I/O nets highlighted:
Drawn at 6 px/µm.
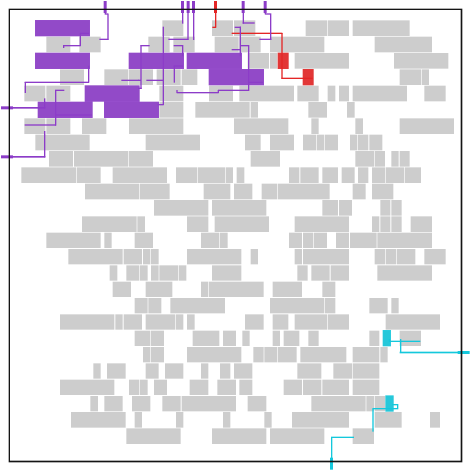
Placed cells, one color a class:
Drawn at 4 px/µm.
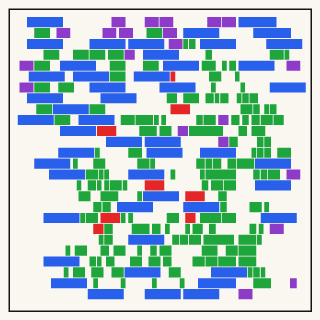
Clock distribution:
Drawn at 6 px/µm.
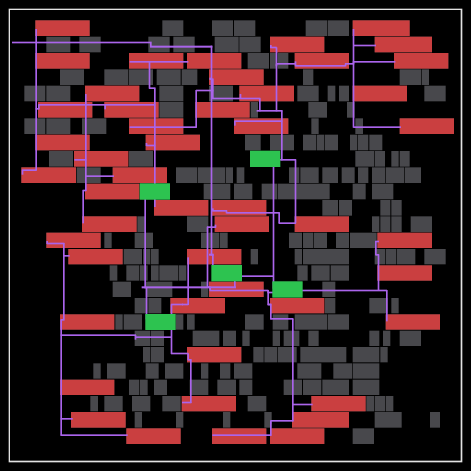
The metal 3 layer:
Drawn at 4 px/µm.
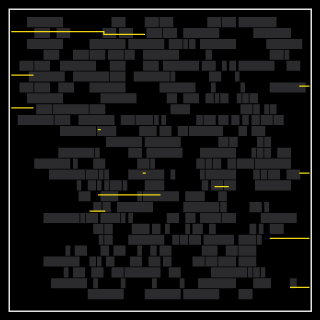
Clock wiring as the flow saved it:
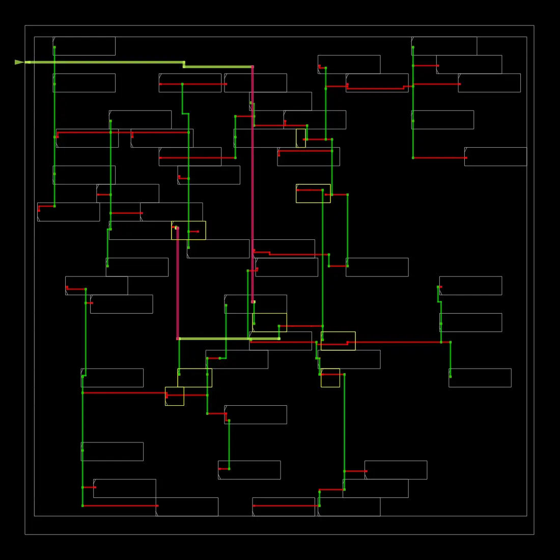
**src/rtl/uart_pkg.sv**
```systemverilog
// Shared types and constants for the UART receive path.
// Divisors are derived from the clock frequency and the 2-bit baud select.
package uart_pkg;

    typedef enum logic [2:0] {
        IDLE  = 3'd0,
        START = 3'd1,
        DATA  = 3'd2,
        STOP  = 3'd3,
        BREAK = 3'd4
    } rx_state_t;

    localparam logic [1:0] BAUD_9600   = 2'b00;
    localparam logic [1:0] BAUD_19200  = 2'b01;
    localparam logic [1:0] BAUD_57600  = 2'b10;
    localparam logic [1:0] BAUD_115200 = 2'b11;

    localparam int unsigned OVERSAMPLE = 16;
    localparam logic [3:0]  SC_MID     = 4'(OVERSAMPLE / 2 - 1);
    localparam logic [3:0]  SC_LAST    = 4'(OVERSAMPLE - 1);

    // Rounded clk_hz / (baud * 16)
    function automatic int unsigned baud_div(input int unsigned clk_hz, input logic [1:0] sel);
        int unsigned baud;
        case (sel)
            BAUD_9600:   baud = 9600;
            BAUD_19200:  baud = 19200;
            BAUD_57600:  baud = 57600;
            BAUD_115200: baud = 115200;
        endcase
        return (clk_hz + baud * (OVERSAMPLE / 2)) / (baud * OVERSAMPLE);
    endfunction

endpackage

```
**src/rtl/uart_rx_tick_gen.sv**
```systemverilog
// 16x oversample tick generator; the baud select is captured on restart,
// which the receiver only issues from IDLE, so mid-frame changes wait a frame.
module uart_rx_tick_gen
    import uart_pkg::*;
#(
    parameter int unsigned CLK_FREQ_HZ = 100_000_000
) (
    input  logic       clk_in,
    input  logic       reset,
    input  logic [1:0] S,
    input  logic       restart,
    output logic       tick
);

    localparam logic [15:0] DIV_9600   = 16'(baud_div(CLK_FREQ_HZ, BAUD_9600));
    localparam logic [15:0] DIV_19200  = 16'(baud_div(CLK_FREQ_HZ, BAUD_19200));
    localparam logic [15:0] DIV_57600  = 16'(baud_div(CLK_FREQ_HZ, BAUD_57600));
    localparam logic [15:0] DIV_115200 = 16'(baud_div(CLK_FREQ_HZ, BAUD_115200));

    logic [1:0]  sel;
    logic [15:0] cnt;
    logic [15:0] div;
    logic        wrap;

    always_comb begin
        div = DIV_115200;
        case (sel)
            BAUD_9600:   div = DIV_9600;
            BAUD_19200:  div = DIV_19200;
            BAUD_57600:  div = DIV_57600;
            BAUD_115200: div = DIV_115200;
        endcase
    end

    assign wrap = (cnt == div - 16'd1);
    assign tick = wrap && !restart;

    always_ff @(posedge clk_in or negedge reset) begin
        if (!reset) begin
            sel <= BAUD_9600;
            cnt <= '0;
        end else if (restart) begin
            sel <= S;
            cnt <= '0;
        end else if (wrap) begin
            cnt <= '0;
        end else begin
            cnt <= cnt + 16'd1;
        end
    end

endmodule

```
**src/rtl/uart_receiver_controller.sv**
```systemverilog
// 8N1 UART receiver: synchroniser, frame FSM, shift register and the
// valid/ack handshake with sticky frame-error and overrun flags.
module uart_receiver_controller
    import uart_pkg::*;
#(
    parameter int unsigned CLK_FREQ_HZ = 100_000_000
) (
    input  logic       clk_in,
    input  logic       reset,
    input  logic [1:0] S,
    input  logic       ser_in,
    input  logic       data_ack,
    output logic [7:0] data_out,
    output logic       data_valid,
    output logic       frame_err,
    output logic       overrun,
    output logic       busy
);

    rx_state_t  state, state_nx;
    logic       rx_meta, rx_s;
    logic [3:0] sc;
    logic [2:0] bc;
    logic [7:0] shift_reg;
    logic       tick, restart, sc_clr, bc_inc, shift_en, accept, ferr_set;

    uart_rx_tick_gen #(.CLK_FREQ_HZ(CLK_FREQ_HZ)) u_tick (
        .clk_in  (clk_in),
        .reset   (reset),
        .S       (S),
        .restart (restart),
        .tick    (tick)
    );

    always_ff @(posedge clk_in or negedge reset) begin
        if (!reset) state <= IDLE;
        else        state <= state_nx;
    end

    always_comb begin
        state_nx = state;
        restart  = 1'b0;
        sc_clr   = 1'b0;
        bc_inc   = 1'b0;
        shift_en = 1'b0;
        accept   = 1'b0;
        ferr_set = 1'b0;
        case (state)
            IDLE: if (!rx_s) begin
                state_nx = START;
                restart  = 1'b1;
                sc_clr   = 1'b1;
            end
            START: if (tick && sc == SC_MID) begin
                if (!rx_s) begin
                    state_nx = DATA;
                    sc_clr   = 1'b1;
                end else begin
                    state_nx = IDLE;
                end
            end
            DATA: if (tick && sc == SC_LAST) begin
                shift_en = 1'b1;
                if (bc == 3'd7) state_nx = STOP;
                else            bc_inc   = 1'b1;
            end
            STOP: if (tick && sc == SC_LAST) begin
                if (rx_s) begin
                    accept   = 1'b1;
                    state_nx = IDLE;
                end else begin
                    ferr_set = 1'b1;
                    state_nx = BREAK;
                end
            end
            // Held-low line must return high before a new start can be seen
            BREAK: if (rx_s) state_nx = IDLE;
            default: state_nx = IDLE;
        endcase
    end

    assign busy = (state != IDLE);

    always_ff @(posedge clk_in or negedge reset) begin
        if (!reset) begin
            rx_meta    <= 1'b1;
            rx_s       <= 1'b1;
            sc         <= '0;
            bc         <= '0;
            shift_reg  <= '0;
            data_out   <= '0;
            data_valid <= 1'b0;
            frame_err  <= 1'b0;
            overrun    <= 1'b0;
        end else begin
            rx_meta <= ser_in;
            rx_s    <= rx_meta;

            if (sc_clr)                      sc <= '0;
            else if (tick && state != IDLE)  sc <= sc + 4'd1;

            if (sc_clr)      bc <= '0;
            else if (bc_inc) bc <= bc + 3'd1;

            if (shift_en) shift_reg <= {rx_s, shift_reg[7:1]};

            if (accept) begin
                data_out   <= shift_reg;
                data_valid <= 1'b1;
                frame_err  <= 1'b0;
                // A same-cycle ack consumes the old byte, so no overrun
                if (data_valid && !data_ack)     overrun <= 1'b1;
                else if (data_valid && data_ack) overrun <= 1'b0;
            end else begin
                if (data_ack && data_valid) begin
                    data_valid <= 1'b0;
                    overrun    <= 1'b0;
                end
                if (ferr_set) frame_err <= 1'b1;
            end
        end
    end

endmodule

```
**config.mk**
```make
export PLATFORM = sky130hd
export DESIGN_NAME = uart_receiver_controller
export DESIGN_NICKNAME = d
export VERILOG_FILES = /design/src/rtl/uart_pkg.sv /design/src/rtl/uart_rx_tick_gen.sv /design/src/rtl/uart_receiver_controller.sv
export SDC_FILE = /design/constraint.sdc
export NUM_CORES = 1
export LEC_CHECK = 0
export CAP_MARGIN = 40
export CORE_UTILIZATION = 45
export DETAILED_ROUTE_END_ITERATION = 16
export SETUP_SLACK_MARGIN = 0.4
export SLEW_MARGIN = 20
export SYNTH_ARGS = -nofsm -noshare
export SYNTH_HDL_FRONTEND = slang
export SYNTH_SLANG_ARGS = --single-unit
```
**constraint.sdc**
```tcl
create_clock -name clk_in -period 2.95 [get_ports clk_in]
set_input_delay 0.59 -clock clk_in [delete_from_list [all_inputs] [get_ports clk_in]]
set_output_delay 0.59 -clock clk_in [all_outputs]
set_load 0.02 [all_outputs]
```
==> reports/metrics.yaml <==
status: "finished clean"
ir_worst_vdd_v: 0.000201
ys_types: 45
p_clk_frac: 0.273
fill_cells: 492
yosysTopAreaCell: "dfrtp_1"
gp_congestion: 0.730
endpoint: "shift_reg[2]$_DFFE_PN0P_"
layout.area.seq_um2: 1230
cp.depth: 8
crit_type: "reg -> reg"
cts_tree: "built"
pwr-share-comb: 0.154
fin_nets: 249
largest_class: "flip-flops and latches"
synthFlopType: "dfrtp_1"
dp_slack_ps: 452
diodes: 0
ys_cells: 213
r2r-start: "u_tick.sel[1]$_DFFE_PN0N_"
drt_iter0_drc: 32
logic_area_um2: 1120
grt_pass1_vias: 1449
ff2ff_path_depth: 8
warnings: 30
critPathMaxStageDelay_ps: 410
topCellsByArea: "dfrtp_1 49%, ha_1 4.7%, mux2_2 4.2%"
inverters_excl_clock: 9
hold_viol: 0
hold_buffers: 0
critPathMaxFanout: 12
fmax_mhz: 414
grt_pass1_wl_um: 6960
combAreaFraction: 0.406
drcViolationCount: 0
utilization: 0.536
cellPowerDensity_nw_per_um2: 517
lay_top_cells: "46 x dfrtp_1, 24 x nor2_1, 16 x clkdlybuf4s50_1, 10 x nand2_1, 10 x xor2_1"
worstPathRequired_ps: 3130
wl_per_cell_um: 13.7
mostFrequentLayoutCell: "dfrtp_1"
crit-reg2reg-capture: "shift_reg[2]$_DFFE_PN0P_"
taps: 70
cp-start-kind: "register"
clock_tree.root_cell: "clkbuf_8"
clkSlewWorstSetupHoldPaths_ps: 100
drv_slew: 0
dieWidth_um: 75.1
setup_ws_ps: 532
tightestPinTransition_ps: 572
htree_levels: 2
slowest_stage: "dfrtp_2"
critPathTopFamily: "simple AND/OR/NAND/NOR gates"
yosysMostFrequentCell: "dfrtp_1"
port_buffers: 17
cts_resized: 0
leakage_nw: 1.24
top_cell_area_share: 0.489
intPower_w: 0.00100
fin_tns_setup_ps: 0
path_cells: "inv_1, ha_1, nor4b_2, a21oi_1, nor4_4, nor4b_4, buf_4, mux2_1"
seq_power_share: 0.574
cts_sinks: 49
detail_route.vias_per_cell: 5.23
slew_headroom: 0.619
cts_setup_buffers: 0
p_seq_w: 0.000816
crit_start: "u_tick.sel[1]$_DFFE_PN0N_"
setup_viol: 0
hold_class: "in -> async"
dr.pass1.iters: 4
power_leader: "registers"
route.vias.total: 1596
placed_cell_area_um2: 2650
io_pins: 18
largest_reg_flops: 16
ys.flops: 49
endpoint_kind: "register"
initial_utilization: 0.468
power_w: 0.00142
critPathBufInv: 2
placed_cells: 297
dp_hpwl_um: 2930
synth_area_um2: 2410
yosys_area_um2: 2410
fin_crit_ps: 2420
antenna_found_initial: 0
final_antenna_net_count: 0
signal_buffers: 21
die_y_um: 75.1
syn_inst: 213
r2r_slack_ps: 530
syn_to_final_growth_pct: 14.4
ys_async_sr_fraction: 1.00
p_sw_w: 0.000420
clk_share: 0.0318
wl_um: 4170
swShare: 0.295
grt_max_degree: 26
syn_avg_cell_area_um2: 11.3
period_used_share: 0.820
synth-edff-count: 0
sh_seq_area: 0.447
timing.hold.ws_ps: 274
cts.path.max_buffers: 2
rsz0062_at_grt: "no"
final_cell_count_no_fill: 305
worst_ep_arrival_time_ps: 2600
grtUsageTotal: 0.166
powerComb_w: 0.000219
grt-ovfl-total: 0
buffer_area_frac: 0.0709
common_cells: "47 x dfrtp_1, 24 x nor2_1, 10 x nand2_1, 10 x xor2_1"
clkLatencyLatePin_ps: 300
dieArea_um2: 5640
syn_nets: 228
cap_violations: 0
ys_seq_share: 0.511
drive_above_1_share: 0.153
logic_gates: 148
yosys_warnings: 0
## Picture notes: 'I/O nets highlighted'
legend:
  red:
    port: `data_ack`
    bits: 1
    direction: input
    end_cells: 2
    wire: 23.9 µm
  purple:
    port: `data_out`
    bits: 8
    direction: output
    end_cells: 8
    wire: 155 µm
  cyan:
    port: `S`
    bits: 2
    direction: input
    end_cells: 2
    wire: 34.0 µm

## Picture notes: 'placed cells, one color a class'
legend:
  green:
    class: all other logic
    cells: 157
    share_of_their_area: 43%
  blue:
    class: flops
    cells: 49
    share_of_their_area: 46%
  purple:
    class: other buffers and delay cells
    cells: 21
    share_of_their_area: 7.3%
  red:
    class: clock drivers and dummy loads
    cells: 8
    share_of_their_area: 3.3%
post-route cell area: 2750 µm²
area of the core: 5140 µm²
row count: 26

## Picture notes: 'clock distribution'
legend:
  purple:
    item: clock wires
    length: 606 µm
  red:
    item: flip-flops
    count: 49
  green:
    item: cells driving clock nets
    count: 5
flops lie: widely spread

## Picture notes: 'the metal 3 layer'
longest straight run: 23.0 µm
share of all routed wire: 2.1%
main direction: horizontal
nets with wire on the layer: 10

## Picture notes: 'clock wiring as the flow saved it'
clk_buf instances: 6
clk_skew: 12.8 ps
CTS buffer count: 5
flip-flops: 49
reported clock group power: 0.000388 W

## per-layer routing
metal  part of all wire  GRT usage  vias to the layer above
li1                   -          -                      791
met1               0.53      0.245                      787
met2               0.44      0.239                       14
met3              0.020     0.0361                        4
met4              0.012     0.0566                        0
met5                  0          0                        -
## cell families (layout without fill, tap and decap cells)
family / after synthesis / after routing / share of synthesized area
and+or+nand+nor: 74 / 74 / 0.181
DFF: 49 / 49 / 0.511
AOI/OAI and AO/OA: 28 / 28 / 0.0801
xor gates and xnor gates: 19 / 19 / 0.0692
muxes: 18 / 18 / 0.0837
buffers and inverters: 16 / 38 / 0.0286
adders and majority gates: 9 / 9 / 0.0468
Power is estimated from default activity; no workload was simulated.
